**Run 1: clock routing**

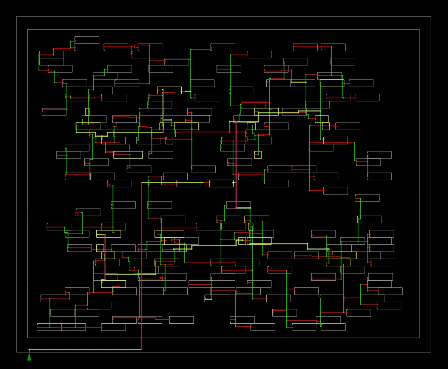
**Run 1: I/O nets highlighted**

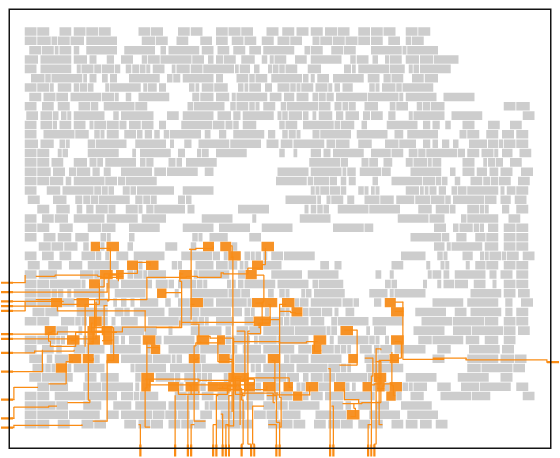
**Run 1: selected gate families**

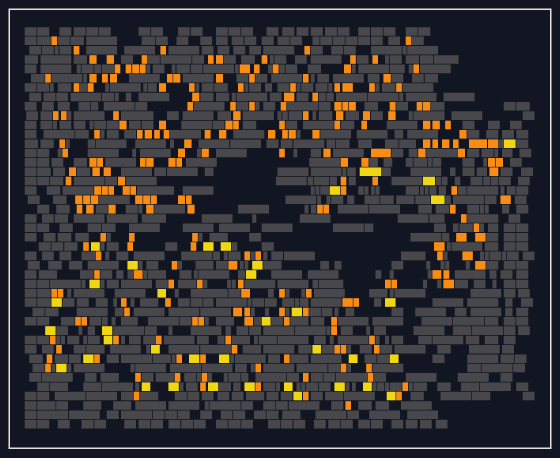
<file path="src/rtl/alu_seq_if.sv">
// Command and writeback bundle for the ALU issue sequencer.
// The master issues commands and receives writeback strobes; the sequencer is the slave.
interface alu_seq_if;
    logic        cmd_valid;
    logic        cmd_ready;
    logic [3:0]  cmd_cond;
    logic [3:0]  cmd_op;
    logic        cmd_s;
    logic        cmd_mul;
    logic        cmd_acc;
    logic [3:0]  cmd_rd;
    logic [31:0] cmd_a;
    logic [31:0] cmd_b;
    logic [31:0] cmd_c;
    logic        cmd_sh_cout;
    logic        wb_valid;
    logic [3:0]  wb_rd;
    logic [31:0] wb_data;
    logic        done;

    modport master (
        output cmd_valid, cmd_cond, cmd_op, cmd_s, cmd_mul, cmd_acc, cmd_rd,
               cmd_a, cmd_b, cmd_c, cmd_sh_cout,
        input  cmd_ready, wb_valid, wb_rd, wb_data, done
    );

    modport slave (
        input  cmd_valid, cmd_cond, cmd_op, cmd_s, cmd_mul, cmd_acc, cmd_rd,
               cmd_a, cmd_b, cmd_c, cmd_sh_cout,
        output cmd_ready, wb_valid, wb_rd, wb_data, done
    );
endinterface

</file>
<file path="src/rtl/alu_seq.sv">
// Issue sequencer for the combinational ALU: condition check against NZCV,
// single-cycle data-processing, and shift-add MUL/MLA through the ALU adder.
module alu_seq #(
    parameter bit MUL_EARLY_EXIT = 1'b1
) (
    input  logic        clk,
    input  logic        rst_n,
    alu_seq_if.slave    bus,
    output logic [31:0] alu_a,
    output logic [31:0] alu_b,
    output logic [3:0]  alu_op,
    output logic        alu_cin,
    output logic        alu_sh_cout,
    output logic        alu_vin,
    input  logic [31:0] alu_out,
    input  logic [3:0]  alu_nzcv,
    input  logic        flags_wr,
    input  logic [3:0]  flags_wdata,
    output logic [3:0]  flags
);
    typedef enum logic [1:0] {IDLE, EXEC, MUL} state_t;

    state_t      state_reg;
    logic [31:0] a_reg, b_reg, p_reg;
    logic [3:0]  op_reg, rd_reg, flags_reg;
    logic        s_reg, sh_reg;
    logic [4:0]  cnt_reg;
    logic        wb_valid_reg, done_reg;
    logic [3:0]  wb_rd_reg;
    logic [31:0] wb_data_reg;

    logic [31:0] p_next, m_next;
    logic        mul_last;

    function automatic logic cond_pass(input logic [3:0] cond, input logic [3:0] f);
        logic n, z, c, v;
        {n, z, c, v} = f;
        case (cond)
            4'h0:    return z;
            4'h1:    return ~z;
            4'h2:    return c;
            4'h3:    return ~c;
            4'h4:    return n;
            4'h5:    return ~n;
            4'h6:    return v;
            4'h7:    return ~v;
            4'h8:    return c & ~z;
            4'h9:    return ~c | z;
            4'hA:    return n == v;
            4'hB:    return n != v;
            4'hC:    return ~z & (n == v);
            4'hD:    return z | (n != v);
            4'hE:    return 1'b1;
            default: return 1'b0;
        endcase
    endfunction

    // In MUL, a_reg holds the shifting multiplicand and b_reg the shifting multiplier.
    assign p_next   = b_reg[0] ? alu_out : p_reg;
    assign m_next   = b_reg >> 1;
    assign mul_last = (MUL_EARLY_EXIT && (m_next == 32'd0)) || (cnt_reg == 5'd31);

    assign alu_a       = (state_reg == MUL) ? p_reg : a_reg;
    assign alu_b       = (state_reg == MUL) ? a_reg : b_reg;
    assign alu_op      = (state_reg == MUL) ? 4'h4 : op_reg;
    assign alu_cin     = flags_reg[1];
    assign alu_vin     = flags_reg[0];
    assign alu_sh_cout = sh_reg;
    assign flags       = flags_reg;

    assign bus.cmd_ready = (state_reg == IDLE);
    assign bus.wb_valid  = wb_valid_reg;
    assign bus.wb_rd     = wb_rd_reg;
    assign bus.wb_data   = wb_data_reg;
    assign bus.done      = done_reg;

    always_ff @(posedge clk or negedge rst_n) begin
        if (!rst_n) begin
            state_reg    <= IDLE;
            a_reg        <= '0;
            b_reg        <= '0;
            p_reg        <= '0;
            op_reg       <= '0;
            rd_reg       <= '0;
            s_reg        <= 1'b0;
            sh_reg       <= 1'b0;
            cnt_reg      <= '0;
            flags_reg    <= '0;
            wb_valid_reg <= 1'b0;
            done_reg     <= 1'b0;
            wb_rd_reg    <= '0;
            wb_data_reg  <= '0;
        end else begin
            wb_valid_reg <= 1'b0;
            done_reg     <= 1'b0;
            // Later assignments below (EXEC/MUL flag results) override the external load.
            if (flags_wr)
                flags_reg <= flags_wdata;
            case (state_reg)
                IDLE: begin
                    if (bus.cmd_valid) begin
                        op_reg  <= bus.cmd_op;
                        s_reg   <= bus.cmd_s;
                        rd_reg  <= bus.cmd_rd;
                        sh_reg  <= bus.cmd_sh_cout;
                        a_reg   <= bus.cmd_a;
                        b_reg   <= bus.cmd_b;
                        p_reg   <= bus.cmd_acc ? bus.cmd_c : 32'd0;
                        cnt_reg <= '0;
                        if (!cond_pass(bus.cmd_cond, flags_reg))
                            done_reg <= 1'b1;
                        else if (bus.cmd_mul)
                            state_reg <= MUL;
                        else
                            state_reg <= EXEC;
                    end
                end
                EXEC: begin
                    state_reg <= IDLE;
                    done_reg  <= 1'b1;
                    // Ops 10xx are compare/test forms: flags only, no writeback.
                    if (op_reg[3:2] != 2'b10) begin
                        wb_valid_reg <= 1'b1;
                        wb_rd_reg    <= rd_reg;
                        wb_data_reg  <= alu_out;
                    end
                    if (s_reg || (op_reg[3:2] == 2'b10))
                        flags_reg <= alu_nzcv;
                end
                MUL: begin
                    p_reg   <= p_next;
                    a_reg   <= a_reg << 1;
                    b_reg   <= m_next;
                    cnt_reg <= cnt_reg + 5'd1;
                    if (mul_last) begin
                        state_reg    <= IDLE;
                        done_reg     <= 1'b1;
                        wb_valid_reg <= 1'b1;
                        wb_rd_reg    <= rd_reg;
                        wb_data_reg  <= p_next;
                        if (s_reg)
                            flags_reg <= {p_next[31], p_next == 32'd0, flags_reg[1:0]};
                    end
                end
                default: state_reg <= IDLE;
            endcase
        end
    end
endmodule

</file>
<file path="src/flat_wrapper.sv">
// flat-port wrapper written by rule: the top's interface ports become plain ports
module alu_seq_flat 
#(
    parameter bit MUL_EARLY_EXIT = 1'b1
)
  (clk, rst_n, alu_a, alu_b, alu_op, alu_cin, alu_sh_cout, alu_vin, alu_out, alu_nzcv, flags_wr, flags_wdata, flags, bus_cmd_valid, bus_cmd_cond, bus_cmd_op, bus_cmd_s, bus_cmd_mul, bus_cmd_acc, bus_cmd_rd, bus_cmd_a, bus_cmd_b, bus_cmd_c, bus_cmd_sh_cout, bus_cmd_ready, bus_wb_valid, bus_wb_rd, bus_wb_data, bus_done);
  alu_seq_if bus_i ();
  input  logic clk;
  input  logic rst_n;
  output logic [31:0] alu_a;
  output logic [31:0] alu_b;
  output logic [3:0] alu_op;
  output logic alu_cin;
  output logic alu_sh_cout;
  output logic alu_vin;
  input  logic [31:0] alu_out;
  input  logic [3:0] alu_nzcv;
  input  logic flags_wr;
  input  logic [3:0] flags_wdata;
  output logic [3:0] flags;
  input wire logic [$bits(bus_i.cmd_valid)-1:0] bus_cmd_valid;
  input wire logic [$bits(bus_i.cmd_cond)-1:0] bus_cmd_cond;
  input wire logic [$bits(bus_i.cmd_op)-1:0] bus_cmd_op;
  input wire logic [$bits(bus_i.cmd_s)-1:0] bus_cmd_s;
  input wire logic [$bits(bus_i.cmd_mul)-1:0] bus_cmd_mul;
  input wire logic [$bits(bus_i.cmd_acc)-1:0] bus_cmd_acc;
  input wire logic [$bits(bus_i.cmd_rd)-1:0] bus_cmd_rd;
  input wire logic [$bits(bus_i.cmd_a)-1:0] bus_cmd_a;
  input wire logic [$bits(bus_i.cmd_b)-1:0] bus_cmd_b;
  input wire logic [$bits(bus_i.cmd_c)-1:0] bus_cmd_c;
  input wire logic [$bits(bus_i.cmd_sh_cout)-1:0] bus_cmd_sh_cout;
  output wire logic [$bits(bus_i.cmd_ready)-1:0] bus_cmd_ready;
  output wire logic [$bits(bus_i.wb_valid)-1:0] bus_wb_valid;
  output wire logic [$bits(bus_i.wb_rd)-1:0] bus_wb_rd;
  output wire logic [$bits(bus_i.wb_data)-1:0] bus_wb_data;
  output wire logic [$bits(bus_i.done)-1:0] bus_done;
  assign bus_i.cmd_valid = bus_cmd_valid;
  assign bus_i.cmd_cond = bus_cmd_cond;
  assign bus_i.cmd_op = bus_cmd_op;
  assign bus_i.cmd_s = bus_cmd_s;
  assign bus_i.cmd_mul = bus_cmd_mul;
  assign bus_i.cmd_acc = bus_cmd_acc;
  assign bus_i.cmd_rd = bus_cmd_rd;
  assign bus_i.cmd_a = bus_cmd_a;
  assign bus_i.cmd_b = bus_cmd_b;
  assign bus_i.cmd_c = bus_cmd_c;
  assign bus_i.cmd_sh_cout = bus_cmd_sh_cout;
  assign bus_cmd_ready = bus_i.cmd_ready;
  assign bus_wb_valid = bus_i.wb_valid;
  assign bus_wb_rd = bus_i.wb_rd;
  assign bus_wb_data = bus_i.wb_data;
  assign bus_done = bus_i.done;
  alu_seq #(.MUL_EARLY_EXIT(MUL_EARLY_EXIT)) u_core (.clk(clk), .rst_n(rst_n), .bus(bus_i), .alu_a(alu_a), .alu_b(alu_b), .alu_op(alu_op), .alu_cin(alu_cin), .alu_sh_cout(alu_sh_cout), .alu_vin(alu_vin), .alu_out(alu_out), .alu_nzcv(alu_nzcv), .flags_wr(flags_wr), .flags_wdata(flags_wdata), .flags(flags));
endmodule
</file>
<file path="config.mk">
export PLATFORM = sky130hd
export DESIGN_NAME = alu_seq_flat
export DESIGN_NICKNAME = d
export VERILOG_FILES = /design/src/rtl/alu_seq_if.sv /design/src/rtl/alu_seq.sv /design/src/flat_wrapper.sv
export SDC_FILE = /design/constraint.sdc
export NUM_CORES = 1
export LEC_CHECK = 0
export ABC_CLOCK_PERIOD_IN_PS = 4300
export CAP_MARGIN = 30
export CORE_ASPECT_RATIO = 0.8
export CORE_MARGIN = 4
export CORE_UTILIZATION = 50
export DETAILED_ROUTE_END_ITERATION = 12
export PLACE_DENSITY = 0.93
export SETUP_SLACK_MARGIN = 0.15
export SYNTH_ARGS = -nofsm -noshare
export SYNTH_HDL_FRONTEND = slang
export SYNTH_SLANG_ARGS = --single-unit
</file>
<file path="constraint.sdc">
create_clock -name clk -period 4.3 [get_ports clk]
set_input_delay 0.645 -clock clk [delete_from_list [all_inputs] [get_ports clk]]
set_output_delay 0.645 -clock clk [all_outputs]
set_load 0.02 [all_outputs]
</file>
==> impl_metrics.env, run 1 <==
# source this file to load flow results
export IMPL_place_hpwl_mm=21.81
export IMPL_regToRegStartpoint="u_core.state_reg[0]"
export IMPL_placed_cell_area_um2=11640
export IMPL_worstPathArrival_ns=3.09
export IMPL_synth_async_reset_ratio=1.000
export IMPL_layout_drive_gt1_share=0.1623
export IMPL_cts_root_to_sink_buffers=2
export IMPL_synth_yosys_chip_area_um2=8894
export IMPL_synth_avg_cell_area_um2=10.18
export IMPL_route_top_layer_used="met4"
export IMPL_nonClkBufAreaFrac=0.2314
export IMPL_grt_overflow_total=0
export IMPL_p_sw_frac=0.4393
export IMPL_placement_setup_worst_slack_ns=1.055
export IMPL_final_setup_skew_ns=0.01034
export IMPL_grt_first_pass_wirelength_mm=47.02
export IMPL_grtUsageMet1=0.4088
export IMPL_viasPerCell=6.098
export IMPL_yosys_warnings=0
export IMPL_finalPower_mw=11.07
export IMPL_switching_power_mw=4.863
export IMPL_final_clock_period_utilization_by_the_worst_path=0.8696
export IMPL_finalWeightedCongestion=0.9460
export IMPL_comb_power_share=0.578
export IMPL_numSynthFlops=155
export IMPL_pg_seq_mw=3.17
export IMPL_hold_fix_buffers_cts=0
export IMPL_drc=0
export IMPL_reg2reg_slack_ns=1.40
export IMPL_grt_most_used_layer="met2"
export IMPL_tightestPinTransition_ns=0.9625
export IMPL_utilization=0.7035
export IMPL_dominant_cells="combinational gates"
export IMPL_fillers=1252
export IMPL_highest_power_group="combinational logic"
export IMPL_yosysMostFrequentCell="sky130_fd_sc_hd__dfrtp_1"
export IMPL_gate_count_of_the_mapped_netlist=874
export IMPL_final_common_cell="sky130_fd_sc_hd__clkdlybuf4s50_1"
export IMPL_most_common_layout_cells="sky130_fd_sc_hd__clkdlybuf4s50_1 (268), sky130_fd_sc_hd__dfrtp_1 (154), sky130_fd_sc_hd__nand2_1 (83), sky130_fd_sc_hd__mux2_2 (77), sky130_fd_sc_hd__o21ai_0 (76)"
export IMPL_report_final_slew_viol_count=0
export IMPL_design_die_area_um2=20000
export IMPL_grt_pass1_vias=8250
export IMPL_yosys_cell_types_count=54
export IMPL_power_per_cell_area_nw_per_um2=905.5
export IMPL_topCellsByArea="sky130_fd_sc_hd__dfrtp_1 (44%), sky130_fd_sc_hd__mux2_2 (9.7%), sky130_fd_sc_hd__mux2i_1 (8.2%)"
export IMPL_clock_buffers=21
export IMPL_fp_nets=1036
export IMPL_met3_length_mm=2.950
export IMPL_synth_logic_top_family="multiplexers"
export IMPL_path_clk_slew_ns=0.06
export IMPL_cp_buffers_inverters=3
export IMPL_yosys_area_top_type="sky130_fd_sc_hd__dfrtp_1"
export IMPL_path_delay_family="buffers and inverters"
export IMPL_grt_setup_unrepaired="false"
export IMPL_cts_max_level=4
export IMPL_hold_path_class="in -> async"
export IMPL_worstSetupEndpointType="primary output"
export IMPL_vdd_ir_drop_worst_v=0.0005931
export IMPL_clock_fmax_mhz=267.4
export IMPL_status="completed"
About 'clock routing':
sinks on the clock net: 155
sequential cells: 155
Latency at later pin: 0.42 ns
clock network power consumption: 1.50 mW

About 'I/O nets highlighted':
Orange is alu_out, bits 32, direction input, edge 19 bottom, 12 left, 1 right, end cells 71, buffers 32, wire 1670 um.

About 'selected gate families':
Orange is inverting AOI/OAI gates, cells 225, where widely spread. Yellow is AND-OR and OR-AND gates, cells 37.
final instance count without filler cells: 1341
logic gate fraction of the total cell area: 0.3771

==> inputs of run 2 (changes only) <==
Settings changed: CORE_MARGIN 4 to 2, HOLD_SLACK_MARGIN set to 0.12.
**Run 2: selected gate families**

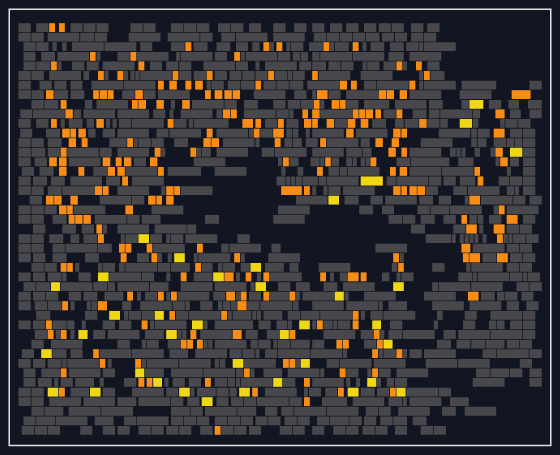
Orange is inverting AOI/OAI gates, cells 225. Yellow is AND-OR and OR-AND gates, cells 37.

==> impl_metrics.env, run 2 <==
# source this file to load flow results
export IMPL_leakagePower_nw=5.033
export IMPL_floorplan_die_height_um=123.3
export IMPL_comb_power_share=0.582
export IMPL_worstSetupEndpointType="primary output"
export IMPL_mux_area_frac=0.2303
export IMPL_cts_max_level=4
export IMPL_clock_buffers=20
export IMPL_topCellsByArea="sky130_fd_sc_hd__dfrtp_1 (44%), sky130_fd_sc_hd__mux2_2 (9.7%), sky130_fd_sc_hd__mux2i_1 (8.2%)"
export IMPL_yosys_area_top_type="sky130_fd_sc_hd__dfrtp_1"
export IMPL_numSynthFlops=155
export IMPL_design_die_area_um2=18880
export IMPL_synth_top_cells_by_count="sky130_fd_sc_hd__dfrtp_1 (155), sky130_fd_sc_hd__nand2_1 (83), sky130_fd_sc_hd__mux2_2 (77)"
export IMPL_highest_power_group="combinational logic"
export IMPL_n_sequential_cell=155
export IMPL_final_setup_skew_ns=0.01056
export IMPL_placed_cell_area_um2=11640
export IMPL_power_share_clock=0.134
export IMPL_synth_yosys_chip_area_um2=8894
export IMPL_yosysMostFrequentCell="sky130_fd_sc_hd__dfrtp_1"
export IMPL_flop_area_um2=3880
export IMPL_final_instance_count_without_filler_cells=1343
export IMPL_met3_length_mm=2.950
export IMPL_setup_total_negative_slack_ns=0
export IMPL_initial_antenna_violation_count=0
export IMPL_finalPower_mw=11.09
export IMPL_worstPathArrival_ns=2.93
export IMPL_status="completed"
export IMPL_gate_count_of_the_mapped_netlist=874
export IMPL_drc=0
export IMPL_placement_setup_worst_slack_ns=1.183
export IMPL_grt_pass1_vias=8096
export IMPL_finalWeightedCongestion=0.9874
export IMPL_num_antenna_cells=0
export IMPL_viasPerCell=6.089
export IMPL_hold_path_class="reg -> reg"
export IMPL_fillers=1241
export IMPL_grtUsageMet1=0.4194
export IMPL_plain_repair_buffers=286
export IMPL_final_clock_period_utilization_by_the_worst_path=0.8316
export IMPL_synth_adder_area_share=0.008441
export IMPL_post_synth_ao_oa_area_fraction=0.1795
export IMPL_final_common_cell="sky130_fd_sc_hd__clkdlybuf4s50_1"
export IMPL_grt_most_used_layer="met2"
export IMPL_comb_cell_power_mw=6.45
export IMPL_cts_sink_count=155
export IMPL_switching_power_mw=4.876
export IMPL_reg2reg_slack_ns=1.12
export IMPL_synth_async_reset_ratio=1.000
export IMPL_non_clock_inverter_count=11
export IMPL_synth_logic_top_family="multiplexers"
export IMPL_synth_top_area_share=0.4361
export IMPL_worstHoldEndpoint="u_core.cnt_reg[4]"
export IMPL_utilization=0.7062
export IMPL_ys_seq_share=0.4361
export IMPL_layout_drive_gt1_share=0.1646
export IMPL_cts_root_to_sink_buffers=2
export IMPL_slew_headroom=0.3329
export IMPL_cp_buffers_inverters=3
export IMPL_floorplanUtilization=0.5118
export IMPL_fp_nets=1036
export IMPL_most_common_layout_cells="sky130_fd_sc_hd__clkdlybuf4s50_1 (268), sky130_fd_sc_hd__dfrtp_1 (154), sky130_fd_sc_hd__nand2_1 (82), sky130_fd_sc_hd__mux2_2 (77), sky130_fd_sc_hd__o21ai_0 (76)"
export IMPL_insertion_delay_ns=0.43
export IMPL_clock_fmax_mhz=279.7
export IMPL_grt_setup_unrepaired="false"
export IMPL_route_top_layer_used="met4"
export IMPL_pg_seq_mw=3.15
export IMPL_hold_fix_buffers_cts=0
export IMPL_grt_met2_usage=0.5075
export IMPL_yosys_warnings=0
export IMPL_cts_post_setup_buffers_inserted=0
export IMPL_port_buffers=269
export IMPL_grt_util_met3=0.08412
export IMPL_vdd_ir_drop_worst_v=0.0006772
export IMPL_yosys_cell_types_count=54
export IMPL_clock_tree_area_fraction=0.04608
export IMPL_synth_avg_cell_area_um2=10.18
export IMPL_power_per_cell_area_nw_per_um2=903.4
export IMPL_path_clk_slew_ns=0.06
export IMPL_pwr_group_clock_mw=1.49
export IMPL_tightestPinTransition_ns=1.001
export IMPL_path_delay_family="buffers and inverters"
export IMPL_grt_first_pass_wirelength_mm=45.85
export IMPL_p_sw_frac=0.4399
export IMPL_dominant_cells="combinational gates"
export IMPL_nonClkBufAreaFrac=0.2354
export IMPL_report_final_slew_viol_count=0
export IMPL_grt_overflow_total=0
export IMPL_cp_cell_sequence="inv_1 > ha_4 > buf_4 > mux2_2 > clkdlybuf4s50_1"
export IMPL_regToRegStartpoint="u_core.state_reg[0]"
export IMPL_comb_area_share=0.3759
export IMPL_place_hpwl_mm=21.50
==> inputs of run 3 (changes only) <==
Settings changed: ABC_CLOCK_PERIOD_IN_PS 4300 to 3700, CORE_UTILIZATION 50 to 48, PLACE_DENSITY 0.93 to 0.91.
Clock period 4.3 ns to 3.7 ns, I/O delays scaled along.
**Run 3: selected gate families**

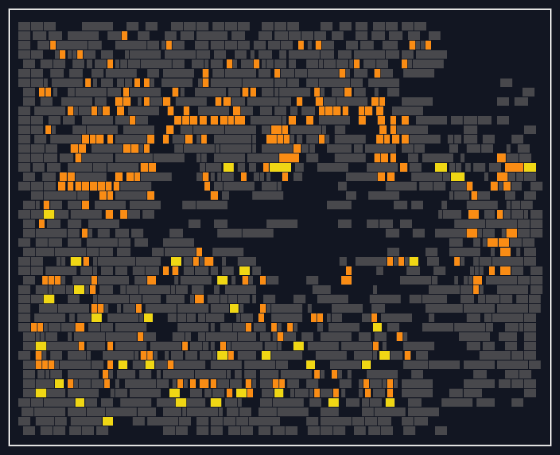
Yellow is AND-OR and OR-AND gates, cells 37. Orange is inverting AOI/OAI gates, cells 225, where widely spread.
logic gate fraction of the total cell area: 0.3735
most numerous logic cell after layout: sky130_fd_sc_hd__clkdlybuf4s50_1
final instance count without filler cells: 1350

==> impl_metrics.env, run 3 <==
# source this file to load flow results
export IMPL_final_clock_period_utilization_by_the_worst_path=0.9120
export IMPL_yosys_cell_types_count=54
export IMPL_floorplan_die_height_um=125.7
export IMPL_synth_top_area_share=0.4361
export IMPL_yosys_warnings=0
export IMPL_worstSetupEndpointType="primary output"
export IMPL_slew_headroom=0.3389
export IMPL_yosys_area_top_type="sky130_fd_sc_hd__dfrtp_1"
export IMPL_drc=0
export IMPL_post_synth_ao_oa_area_fraction=0.1795
export IMPL_clock_tree_area_fraction=0.05017
export IMPL_route_top_layer_used="met4"
export IMPL_synth_yosys_chip_area_um2=8894
export IMPL_cts_sink_count=155
export IMPL_grt_most_used_layer="met2"
export IMPL_placed_cell_area_um2=11730
export IMPL_highest_power_group="combinational logic"
export IMPL_regToRegStartpoint="u_core.b_reg[11]"
export IMPL_worstPathArrival_ns=2.82
export IMPL_cp_cell_sequence="inv_1 > ha_4 > buf_12 > mux2_2 > clkdlybuf4s50_1"
export IMPL_grt_setup_unrepaired="false"
export IMPL_gate_count_of_the_mapped_netlist=874
export IMPL_finalPower_mw=13.07
export IMPL_hold_fix_buffers_cts=0
export IMPL_num_antenna_cells=0
export IMPL_p_sw_frac=0.4339
export IMPL_status="completed"
export IMPL_clock_buffers=18
export IMPL_synthFlopType="sky130_fd_sc_hd__dfrtp_1"
export IMPL_topCellsByArea="sky130_fd_sc_hd__dfrtp_1 (44%), sky130_fd_sc_hd__mux2_2 (9.7%), sky130_fd_sc_hd__mux2i_1 (8.2%)"
export IMPL_critPathSlowestCell="sky130_fd_sc_hd__clkdlybuf4s50_1"
export IMPL_fp_nets=1036
export IMPL_met3_length_mm=2.869
export IMPL_synth_logic_top_family="multiplexers"
export IMPL_nonClkBufAreaFrac=0.2353
export IMPL_comb_power_share=0.582
export IMPL_floorplanUtilization=0.4895
export IMPL_leakagePower_nw=5.072
export IMPL_combGateArea_um2=4611
export IMPL_grt_met2_usage=0.4930
export IMPL_tightestPinTransition_ns=0.9893
export IMPL_path_delay_family="buffers and inverters"
export IMPL_report_final_slew_viol_count=0
export IMPL_place_hpwl_mm=21.51
export IMPL_ys_seq_share=0.4361
export IMPL_grt_util_met3=0.09360
export IMPL_synth_avg_cell_area_um2=10.18
export IMPL_placement_setup_worst_slack_ns=0.7641
export IMPL_cts_post_setup_buffers_inserted=0
export IMPL_insertion_delay_ns=0.43
export IMPL_power_per_cell_area_nw_per_um2=1059
export IMPL_power_share_clock=0.144
export IMPL_switching_power_mw=5.673
export IMPL_utilization=0.6795
export IMPL_fillers=1349
export IMPL_final_setup_skew_ns=0.01045
export IMPL_cts_max_level=4
export IMPL_finalWeightedCongestion=0.8665
export IMPL_pwr_group_clock_mw=1.88
export IMPL_hold_path_class="in -> async"
export IMPL_non_clock_inverter_count=11
export IMPL_grt_pass1_vias=8137
export IMPL_mux_area_frac=0.2303
export IMPL_synth_adder_area_share=0.008441
export IMPL_comb_cell_power_mw=7.60
export IMPL_dominant_cells="combinational gates"
export IMPL_reg2reg_slack_ns=1.02
export IMPL_clock_fmax_mhz=296.3
export IMPL_viasPerCell=5.962
export IMPL_plain_repair_buffers=287
export IMPL_vdd_ir_drop_worst_v=0.0008501
export IMPL_layout_drive_gt1_share=0.1670
export IMPL_synth_top_cells_by_count="sky130_fd_sc_hd__dfrtp_1 (155), sky130_fd_sc_hd__nand2_1 (83), sky130_fd_sc_hd__mux2_2 (77)"
export IMPL_grt_overflow_total=0
export IMPL_flop_area_um2=3880
export IMPL_initial_antenna_violation_count=0
export IMPL_setup_total_negative_slack_ns=0
export IMPL_n_sequential_cell=155
Power figures rest on the tool's default switching activity, not on a simulated workload.
